### I/O pins on the die edge, run 1

Pins as bars across the die edge, other pins in grey.
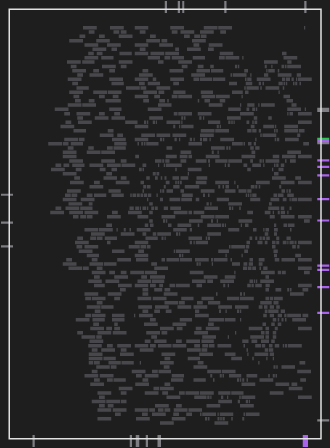
### Routed clock nets over the placement, run 1

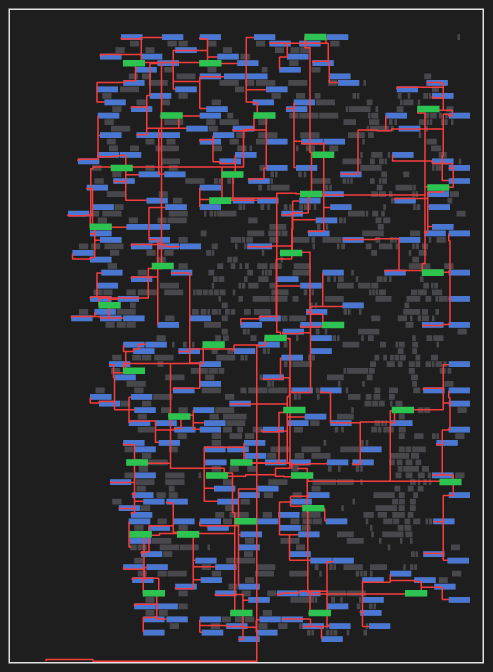
### The metal 4 layer, run 1

The bar under the picture is 50 um long.
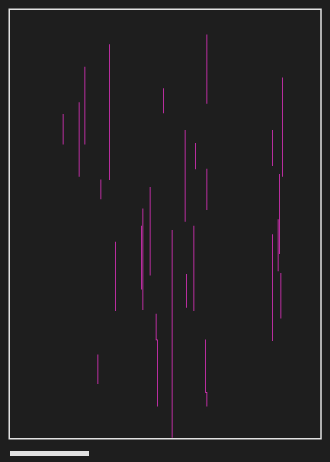
### Clock wiring as the flow saved it, run 1

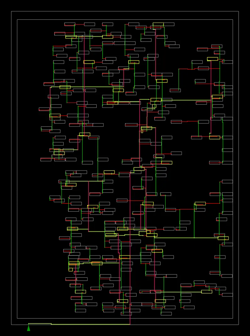
`src/rtl/distance_averager.sv`:
```
// distance_averager: floor moving average over the last 2**LOG2_DEPTH distance samples, registered and held.
// Define DISTANCE_SPIKE_REJECT_EN to compile in isolated-outlier rejection (spike output).
module distance_averager #(
    parameter int WIDTH           = 13,
    parameter int LOG2_DEPTH      = 4,
    parameter int SPIKE_THRESHOLD = 500,
    parameter int MAX_REJECTS     = 3
) (
    input  logic             clk,
    input  logic             reset_n,
    input  logic             enable,
    input  logic             sample_valid,
    input  logic [WIDTH-1:0] sample,
    output logic [WIDTH-1:0] distance,
    output logic             distance_valid,
    output logic             primed,
    output logic             spike
);
    localparam int DEPTH = 1 << LOG2_DEPTH;
    localparam int SUM_W = WIDTH + LOG2_DEPTH;
    localparam logic [LOG2_DEPTH:0] FILL_FULL = (LOG2_DEPTH + 1)'(DEPTH);

    logic [WIDTH-1:0]      r_buf [DEPTH];
    logic [SUM_W-1:0]      r_sum;
    logic [LOG2_DEPTH-1:0] r_wrPtr;
    logic [LOG2_DEPTH:0]   r_fillCount;
    logic                  r_primed;
    logic                  r_updatePending;
    logic [WIDTH-1:0]      r_distance;
    logic                  r_distanceValid;

    logic                  w_offered;
    logic                  w_reject;
    logic                  w_accept;
    logic [SUM_W-1:0]      w_sumNext;
    logic [LOG2_DEPTH:0]   w_fillNext;

    assign w_offered  = enable && sample_valid;
    assign w_accept   = w_offered && !w_reject;
    // The evicted entry is always part of r_sum, so the subtraction never wraps.
    assign w_sumNext  = r_sum + SUM_W'(sample) - SUM_W'(r_buf[r_wrPtr]);
    assign w_fillNext = r_fillCount + 1'b1;

    always_ff @(posedge clk or negedge reset_n) begin
        if (!reset_n) begin
            for (int i = 0; i < DEPTH; i++) begin
                r_buf[i] <= '0;
            end
            r_sum       <= '0;
            r_wrPtr     <= '0;
            r_fillCount <= '0;
            r_primed    <= 1'b0;
        end else if (w_accept) begin
            r_buf[r_wrPtr] <= sample;
            r_sum          <= w_sumNext;
            r_wrPtr        <= r_wrPtr + 1'b1;
            if (r_fillCount != FILL_FULL) begin
                r_fillCount <= w_fillNext;
                if (w_fillNext == FILL_FULL) begin
                    r_primed <= 1'b1;
                end
            end
        end
    end

    // Second stage: publish the mean one edge after the sum moves; valid only once primed.
    always_ff @(posedge clk or negedge reset_n) begin
        if (!reset_n) begin
            r_updatePending <= 1'b0;
            r_distance      <= '0;
            r_distanceValid <= 1'b0;
        end else begin
            r_updatePending <= w_accept;
            r_distanceValid <= r_updatePending && r_primed;
            if (r_updatePending) begin
                r_distance <= r_sum[SUM_W-1:LOG2_DEPTH];
            end
        end
    end

    assign distance       = r_distance;
    assign distance_valid = r_distanceValid;
    assign primed         = r_primed;

`ifdef DISTANCE_SPIKE_REJECT_EN
    localparam int REJ_W = (MAX_REJECTS < 1) ? 1 : $clog2(MAX_REJECTS + 1);
    localparam logic [REJ_W-1:0] REJ_LIMIT = REJ_W'(MAX_REJECTS);
    localparam logic [WIDTH:0]   THRESH    = (WIDTH + 1)'(SPIKE_THRESHOLD);

    logic signed [WIDTH:0] w_diff;
    logic [WIDTH:0]        w_absDiff;
    logic                  w_outlier;
    logic [REJ_W-1:0]      r_rejectCount;
    logic                  r_rejectPending;
    logic                  r_spike;

    assign w_diff    = $signed({1'b0, sample}) - $signed({1'b0, r_distance});
    assign w_absDiff = w_diff[WIDTH] ? $unsigned(-w_diff) : $unsigned(w_diff);
    assign w_outlier = r_primed && (w_absDiff > THRESH);
    // After MAX_REJECTS consecutive drops the next outlier is let through so a real step is tracked.
    assign w_reject  = w_offered && w_outlier && (r_rejectCount != REJ_LIMIT);

    always_ff @(posedge clk or negedge reset_n) begin
        if (!reset_n) begin
            r_rejectCount   <= '0;
            r_rejectPending <= 1'b0;
            r_spike         <= 1'b0;
        end else begin
            r_rejectPending <= w_reject;
            r_spike         <= r_rejectPending;
            if (w_reject) begin
                r_rejectCount <= r_rejectCount + 1'b1;
            end else if (w_accept) begin
                r_rejectCount <= '0;
            end
        end
    end

    assign spike = r_spike;
`else
    logic w_unusedCfg;

    assign w_reject    = 1'b0;
    assign spike       = 1'b0;
    assign w_unusedCfg = (SPIKE_THRESHOLD != 0) ^ (MAX_REJECTS != 0);
`endif

endmodule

```
`config.mk`:
```
export PLATFORM = sky130hd
export DESIGN_NAME = distance_averager
export DESIGN_NICKNAME = d
export VERILOG_FILES = /design/src/rtl/distance_averager.sv
export SDC_FILE = /design/constraint.sdc
export NUM_CORES = 1
export LEC_CHECK = 0
export ABC_CLOCK_PERIOD_IN_PS = 3900
export CELL_PAD_IN_SITES_DETAIL_PLACEMENT = 0
export CELL_PAD_IN_SITES_GLOBAL_PLACEMENT = 1
export CORE_ASPECT_RATIO = 1.4
export CORE_MARGIN = 5
export CORE_UTILIZATION = 25
export CTS_CLUSTER_SIZE = 8
export DETAILED_ROUTE_END_ITERATION = 6
export DONT_BUFFER_PORTS = 1
export PLACE_DENSITY_LB_ADDON = 0.1
export SETUP_SLACK_MARGIN = 0.02
export SYNTH_ARGS = -nofsm -noshare
export SYNTH_HDL_FRONTEND = slang
export SYNTH_SLANG_ARGS = --single-unit
```
`constraint.sdc`:
```
create_clock -name clk -period 3.9 [get_ports clk]
set_clock_uncertainty 0.15 [all_clocks]
set_input_delay 0.78 -clock clk [delete_from_list [all_inputs] [get_ports clk]]
set_output_delay 0.78 -clock clk [all_outputs]
set_load 0.05 [all_outputs]
```
==> out/metrics.yaml, run 1 <==
critical_path:
  end_kind: "flop"
  reg2reg_from: "r_wrPtr[0]$_DFFE_PN0P_"
  crit_fanout: 11
  path_delay_family: "multiplexers"
  cp.depth: 13
  required_ns: 4.19
  path_class: "reg -> reg"
  crit_buf_inv: 3
  path_cells: "buf_8, buf_12, mux4_2, mux4_2, fa_1, inv_2, ha_4, a21o_1, or2_1, o211a_1, or4_1, a21oi_2, xor2_1"
  reg2reg_setup_slack_ns: -0.30
  critPathArrivalTime_ns: 4.49
  crit_slowest_cell: "mux4_2"
  max_stage_delay_ns: 0.53
  r2r_end: "r_sum[16]$_DFFE_PN0P_"
  crit_start: "r_wrPtr[0]$_DFFE_PN0P_"
  cpMostUsedCell: "mux4_2"
  reg2reg_depth: 13
  cp-endpoint: "r_sum[16]$_DFFE_PN0P_"
  startpoint_type: "flop"
cells_and_area:
  area_share_clock_buf_inv_pct: 6.39
  nonClkBufAreaFrac_pct: 6.84
  finalCoreUtilization_pct: 31.1
  drive_gt1_share_pct: 43.5
  ff_latch_area_um2: 6260
  fillCellCount: 4808
  lay_top_cells: "dfrtp_1, mux2_2, nand2_1"
  comb_share_pct: 38.1
  regMostFlops: "r_buf"
  nNonClkInverters: 60
  dominant_cells: "sequential cells"
  stdcell_area_um2: 15000
  logic_area_um2: 5710
  n_antenna_cell: 0
  buffers: 99
  synthToLayoutAreaGrowth_pct: 23.0
  mostFrequentLayoutCell: "dfrtp_1"
  seq_area_share_pct: 41.8
  largest_reg_flops: 208
  final_nets: 1050
  nMultiInputCombCells: 548
  instances_no_fill: 1628
clocking:
  cts_setup_buffers: 16
  htreeDepth: 2
  cts_tree: "built"
  cts_resized: 52
  clkTransAtPathRegs_ns: 0.06
  ctsRootBufferMaster: "clkbuf_16"
  cts_buffers: 37
  clockBufferDepth: 3
  clock-sinks: 250
placement:
  dp_slack_ns: -0.512
  routabilityCongestion: 0.719
  dp_hpwl_um: 23500
  dp.cells: 1568
  dpl_cell_area_um2: 13500
detailed_routing:
  detail_route.wl_per_cell_um: 21.1
  m1WireLength_um: 14500
  wl_met2_um: 17700
  drc: 0
  drt_iter0_markers: 271
  wl_met3_um: 1010
  ant_nets: 0
  num_vias: 7405
  top_layer_used: "met4"
  drt-total-wl_um: 34400
  via_per_inst: 4.55
  drt_first_pass_iters: 4
logic_synthesis:
  ys_warn_count: 0
  synth_area_um2: 12200
  ys_top_cells_by_count: "dfrtp_1, mux2_2, nand2_1"
  ys_cells: 917
  synth-edff-count: 0
  synth.top_cell.area_share_pct: 51.4
  seq_area_frac_synth_pct: 51.4
  area_leaders: "dfrtp_1, mux2_2, mux4_2"
  synth_nets: 971
  ys_area_um2: 12200
  synth_area_per_cell_um2: 13.3
  synth_cell_types: 46
  ys.flop_type: "dfrtp_1"
  syn_inst: 917
  top_area_cell: "dfrtp_1"
  synth.most_common_cell: "dfrtp_1"
  synth_flops: 250
  async_flop_share_pct: 100
sta:
  drv_slew: 0
  period_used_pct: 108
  rsz0062_at_grt: "true"
  setup_ws_ns: -0.303
  relSlewSlack_pct: 40.6
  hold_slack_ns: -0.180
  finalHoldViolations: 200
  setup_violations: 11
  setup-tns-final_ns: -1.83
  clock.fmax_mhz: 238
  fin_crit_ns: 4.20
  worst_slew_pin_slew_ns: 0.891
grt:
  overflow: 0
  grt_use_total_pct: 13.3
  grt_max_degree: 251
  grt_antenna_before_repair: 0
  grt_pass1_wl_um: 53900
  grt_pass1_vias: 8208
flow_run:
  warnings: 38
  cap_violations: 0
worst_hold_path:
  min_path_type: "in -> async"
floorplanning:
  io_pins: 33
  fp-row-count: 95
  core-area_um2: 48100
  fp_util_pct: 25.3
  tap_cells: 630
  die-area_um2: 53200
run_status:
  status: "finished, violations left"
  violations: "negative hold slack, negative setup slack"
## Picture notes: 'I/O pins on the die edge'
green -> `primed`  # pins 1, direction output, edge right
purple -> `distance`  # pins 13, direction output, edge 10 right, 3 bottom
all pins by edge = 15 right, 10 bottom, 5 top, 3 left
PortBufs: 0
Die Wd: 196 um
die height: 271 um

## Picture notes: 'Routed clock nets over the placement'
red -> clock wires  # length 4280 um
blue -> flip-flops  # count 250
green -> cells driving clock nets  # count 37
routed clock nets = 38
flops lie = widely spread

## Picture notes: 'The metal 4 layer'
main direction = vertical
longest straight run = 131 um
wire length on this layer = 1170 um
nets with wire on the layer = 16

## Picture notes: 'Clock wiring as the flow saved it'
sequential cells: 250
clock buffer count: 38
Worst-Skew Late Latency: 0.52 ns

## run 1: cell families (layout without fill, tap and decap cells)
family	Yosys count	in the layout	share of synthesized area [%]
compound gates	116	116	5.61
buf+inv	119	200	3.94
fa+ha+maj	37	37	4.61
flops	250	250	51.4
mux	240	240	28.2
xor+xnor	18	18	1.30
simple gates	136	136	4.88
other cells	1	1	0.0308
## run 1: layer usage
layer / vias to the layer above / GRT usage [%]
met5: - / 0
met4: 0 / 4.91
met1: 3838 / 16.4
met3: 63 / 2.10
met2: 107 / 23.3
li1: 3397 / -
### Sizing map, run 1

The bar under the picture is 50 um long.
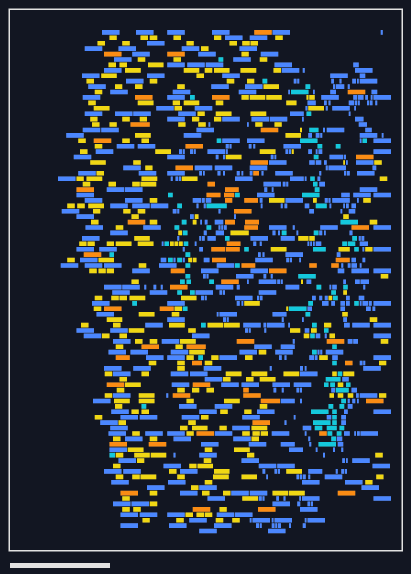

==> run 2, diff against run 1 <==
--- a/config.mk
+++ b/config.mk
@@ -6,15 +6,12 @@
 export NUM_CORES = 1
 export LEC_CHECK = 0
 export ABC_CLOCK_PERIOD_IN_PS = 3900
-export CELL_PAD_IN_SITES_DETAIL_PLACEMENT = 0
-export CELL_PAD_IN_SITES_GLOBAL_PLACEMENT = 1
 export CORE_ASPECT_RATIO = 1.4
 export CORE_MARGIN = 5
 export CORE_UTILIZATION = 25
 export CTS_CLUSTER_SIZE = 8
 export DETAILED_ROUTE_END_ITERATION = 6
 export DONT_BUFFER_PORTS = 1
-export PLACE_DENSITY_LB_ADDON = 0.1
 export SETUP_SLACK_MARGIN = 0.02
 export SYNTH_ARGS = -nofsm -noshare
 export SYNTH_HDL_FRONTEND = slang
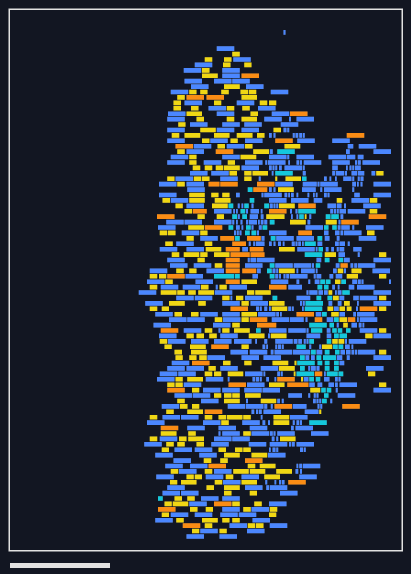
*Sizing map, run 2*
The bar under the picture is 50 um long.
orange -> drive 6 and up  # cells 60
yellow -> drive 2  # cells 268
cyan -> drive 3 to 4  # cells 88
blue -> drive 1 or less  # cells 574
Design Area, Final: 14900 um^2
worst setup margin: -0.303 ns
Non-clock buffers: 88

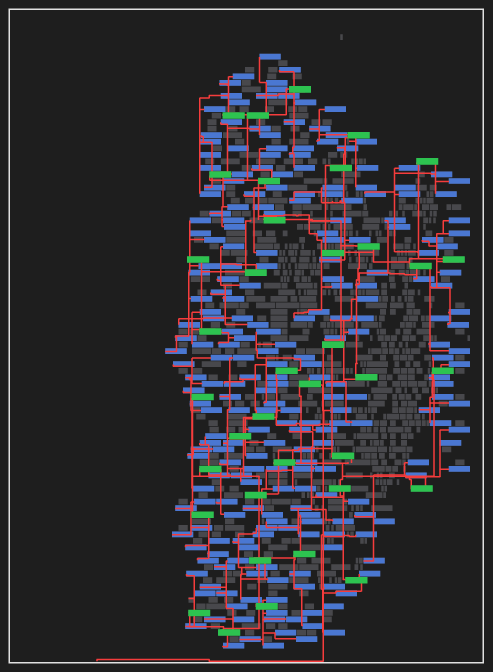
*Routed clock nets over the placement, run 2*
blue -> flip-flops  # count 250
green -> cells driving clock nets  # count 37
red -> clock wires  # length 3790 um
routed clock nets = 38
Worst-Skew Late Latency: 0.53 ns

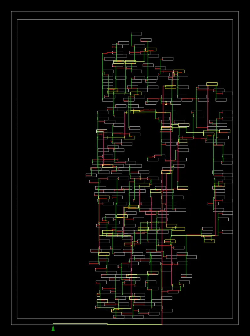
*Clock wiring as the flow saved it, run 2*
CTS Sinks: 250
CTS buffer count: 37
clock buffer count: 40

==> out/metrics.yaml, run 2 <==
run_status:
  status: "finished, violations left"
  violations: "negative hold slack, negative setup slack"
clocking:
  cts_tree: "built"
  htreeDepth: 2  # unchanged
  cts_resized: 33  # -37%
flow_run:
  warnings: 38  # unchanged
  cap_violations: 0  # unchanged
floorplanning:
  die_x_um: 196  # unchanged
  io_pins: 33  # unchanged
  dieHeight_um: 271  # unchanged
  fp_util_pct: 25.3  # unchanged
  die-area_um2: 53200  # unchanged
grt:
  grt_util_met2_pct: 20.2  # -3.1 points
  grt_pass1_vias: 8153  # -0.67%
  grt_use_total_pct: 11.1  # -2.1 points
  overflow: 0  # unchanged
cells_and_area:
  dominant_cells: "sequential cells"
  seq_area_share_pct: 42.1  # +0.22 points
  instances_no_fill: 1620  # -0.49%
  regMostFlops: "r_buf"
  nonClkBufAreaFrac_pct: 6.02  # -0.82 points
  n_antenna_cell: 0  # unchanged
  nNonClkInverters: 60  # unchanged
  drive_gt1_share_pct: 42.0  # -1.5 points
  lay_top_cells: "dfrtp_1, mux2_2, nand2_1"
  flops: 250  # unchanged
  largest_reg_flops: 208  # unchanged
  ff_latch_area_um2: 6260  # unchanged
critical_path:
  path_delay_family: "multiplexers"
  startpoint_type: "flop"
  reg2reg_depth: 13  # unchanged
  critPathArrivalTime_ns: 4.50  # about the same
  end_kind: "flop"
  path_cells: "buf_12, buf_12, mux4_2, mux4_2, fa_1, inv_1, ha_4, a21o_1, or2_1, o211a_1, or4_4, a21oi_2, xor2_1"
detailed_routing:
  drt_first_pass_iters: 4  # unchanged
  wl_met3_um: 1060  # +5.5%
  via_per_inst: 4.56  # +0.36%
  drt_iter0_markers: 334  # +23%
  top_layer_used: "met4"
  m1WireLength_um: 11500  # -21%
  drc: 0  # unchanged
  ant_nets: 0  # unchanged
logic_synthesis:
  synth_area_um2: 12200  # unchanged
  synth.most_common_cell: "dfrtp_1"
  synth_area_per_cell_um2: 13.3  # unchanged
  synth_cell_types: 46  # unchanged
  syn_inst: 917  # unchanged
  synth.top_cell.area_share_pct: 51.4  # unchanged
  async_flop_share_pct: 100  # unchanged
  seq_area_frac_synth_pct: 51.4  # unchanged
  aoi_share_pct: 5.61  # unchanged
  synth-edff-count: 0  # unchanged
  ys_warn_count: 0  # unchanged
sta:
  finalHoldViolations: 250  # +25%
  worst_slew_pin_slew_ns: 0.765  # -0.126 ns
  setup_ws_ns: -0.303  # -0.000454 ns
  relSlewSlack_pct: 49.0  # +8.4 points
  hold_slack_ns: -0.185  # -0.00487 ns
  clock.fmax_mhz: 238  # about the same
  setup-tns-final_ns: -1.07  # +0.766 ns
  setup_violations: 9  # -2
placement:
  dp_slack_ns: -0.337  # +0.176 ns
  dpl_cell_area_um2: 13400  # -0.80%
  routabilityCongestion: 0.786  # +9.3%
worst_hold_path:
  min_path_type: "in -> async"
run 2: logic make-up (layout without fill, tap and decap cells):
kind of cell               after synthesis  in the layout
and+or+nand+nor                        136            136
DFF                                    250            250
AOI/OAI and AO/OA                      116            116
adders and majority gates               37             37
buffers and inverters                  119            192
other                                    1              1
muxes                                  240            240
xor gates and xnor gates                18             18
### I/O pins on the die edge, run 2

Pins as bars across the die edge, other pins in grey.
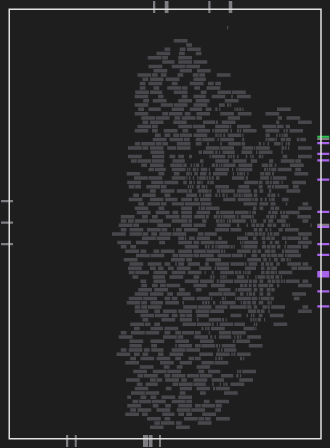

==> run 3, diff against run 2 <==
--- a/config.mk
+++ b/config.mk
@@ -12,7 +12,9 @@
 export CTS_CLUSTER_SIZE = 8
 export DETAILED_ROUTE_END_ITERATION = 6
 export DONT_BUFFER_PORTS = 1
-export SETUP_SLACK_MARGIN = 0.02
+export GPL_TIMING_DRIVEN = 0
+export HOLD_SLACK_MARGIN = 0.15
+export SETUP_SLACK_MARGIN = 0.1
 export SYNTH_ARGS = -nofsm -noshare
 export SYNTH_HDL_FRONTEND = slang
 export SYNTH_SLANG_ARGS = --single-unit
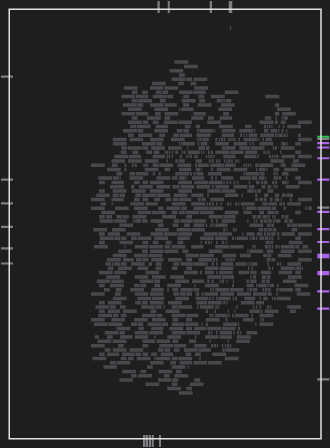
*I/O pins on the die edge, run 3*
Pins as bars across the die edge, other pins in grey.
green -> `primed`  # pins 1, direction output, edge right
purple -> `distance`  # pins 13, direction output, edge right
all pins by edge = 17 right, 6 left, 5 top, 5 bottom

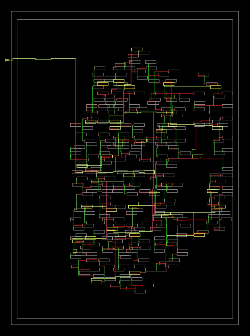
*Clock wiring as the flow saved it, run 3*
clock buffer count: 38

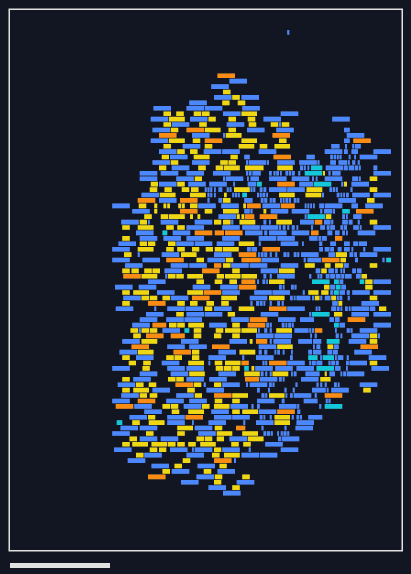
*Sizing map, run 3*
The bar under the picture is 50 um long.
cyan -> drive 3 to 4  # cells 24
blue -> drive 1 or less  # cells 613
yellow -> drive 2  # cells 276
orange -> drive 6 and up  # cells 61
Non-clock buffers: 75
worst setup margin: -0.423 ns
Design Area, Final: 14500 um^2

==> out/metrics.yaml, run 3 <==
sta:
  setup-tns-final_ns: -2.02  # -0.950 ns
  clock.fmax_mhz: 231  # -2.8%
  finalHoldViolations: 250  # unchanged
  relSlewSlack_pct: 52.8  # +3.8 points
  fin_crit_ns: 4.32
  setup_ws_ns: -0.423  # -0.120 ns
  hold_slack_ns: -0.182  # +0.00276 ns
  period_used_pct: 111
  setup_violations: 10  # +1
  worst_slew_pin_slew_ns: 0.708  # -0.0571 ns
cells_and_area:
  instances_no_fill: 1604  # -0.99%
  n_antenna_cell: 0  # unchanged
  largest_reg_flops: 208  # unchanged
  lay_top_cells: "dfrtp_1, mux2_2, nand2_1"
  drive_gt1_share_pct: 37.1  # -5.0 points
  regMostFlops: "r_buf"
placement:
  dpl_cell_area_um2: 13100  # -2.1%
  routabilityCongestion: 0.815  # +3.8%
  dp_slack_ns: -0.961  # -0.624 ns
logic_synthesis:
  syn_inst: 917  # unchanged
  synth_flops: 250
  synth_cell_types: 46  # unchanged
  synth-edff-count: 0  # unchanged
  ys_warn_count: 0  # unchanged
  synth.most_common_cell: "dfrtp_1"
  synth_area_per_cell_um2: 13.3  # unchanged
  seq_area_frac_synth_pct: 51.4  # unchanged
  ys_area_um2: 12200
  synth_area_um2: 12200  # unchanged
  async_flop_share_pct: 100  # unchanged
  synth.top_cell.area_share_pct: 51.4  # unchanged
grt:
  grt_util_met2_pct: 19.4  # -0.79 points
  grt_pass1_vias: 8092  # -0.75%
  grt_util_met3_pct: 2.74
  grt_max_degree: 251
  overflow: 0  # unchanged
  grt_use_total_pct: 10.8  # -0.37 points
clocking:
  htreeDepth: 2  # unchanged
  clock-sinks: 250  # unchanged
  cts_buffers: 37  # unchanged
  cts_tree: "built"
  clock.latency.late_pin_ns: 0.53  # about the same
  clockBufferDepth: 3
critical_path:
  critPathArrivalTime_ns: 4.62  # +0.12 ns
  r2r_end: "r_sum[16]$_DFFE_PN0P_"
  path_cells: "clkbuf_16, clkbuf_16, mux4_2, mux4_2, fa_1, inv_1, ha_1, buf_6, and4_1, a21boi_1, o211a_1, or4_1, a21oi_2, xor2_1"
  crit_fanout: 10
  reg2reg_depth: 14  # +1
  path_delay_family: "multiplexers"
  end_kind: "flop"
  startpoint_type: "flop"
run_status:
  status: "finished, violations left"
  violations: "negative hold slack, negative setup slack"
detailed_routing:
  drt_iter0_markers: 288  # -14%
  m1WireLength_um: 11400  # -0.19%
  top_layer_used: "met4"
  wl_met2_um: 15600
  wl_met3_um: 1410  # +33%
  drt_first_pass_iters: 4  # unchanged
  via_per_inst: 4.57  # +0.16%
  detail_route.wl_per_cell_um: 18.3
  drc: 0  # unchanged
  ant_nets: 0  # unchanged
worst_hold_path:
  min_path_type: "in -> async"
flow_run:
  warnings: 38  # unchanged
  cap_violations: 0  # unchanged
floorplanning:
  fp_util_pct: 25.3  # unchanged
  die-area_um2: 53200  # unchanged
  dieHeight_um: 271  # unchanged
  io_pins: 33  # unchanged
  die_x_um: 196  # unchanged
-- run 3: kinds of logic (layout without fill, tap and decap cells) --
family	Yosys count	in the layout	share of synthesized area [%]
DFF	250	250	51.4
muxes	240	240	28.2
and+or+nand+nor	136	136	4.88
buffers and inverters	119	176	3.94
AOI/OAI and AO/OA	116	116	5.61
adders and majority gates	37	37	4.61
xor gates and xnor gates	18	18	1.30
other	1	1	0.0308
-- run 3: what timing repair did --
item                                   CTS  global route
endpoints found under the hold margin  250           250
gates cloned                             0             6
setup endpoints to repair               15            13
gates resized                           24            33
pin swaps                                2            14
buffers inserted                         4             6
-- run 3: cell type report --
cell class	count	area (um^2)
inverter	60	225
tap	630	788
clock inverter	3	45.0
clock buffer	38	951
sequential	250	6260
timing repair buffer	16	236
fill	4753	33600
buffer	59	414
multi-input combinational	548	5620
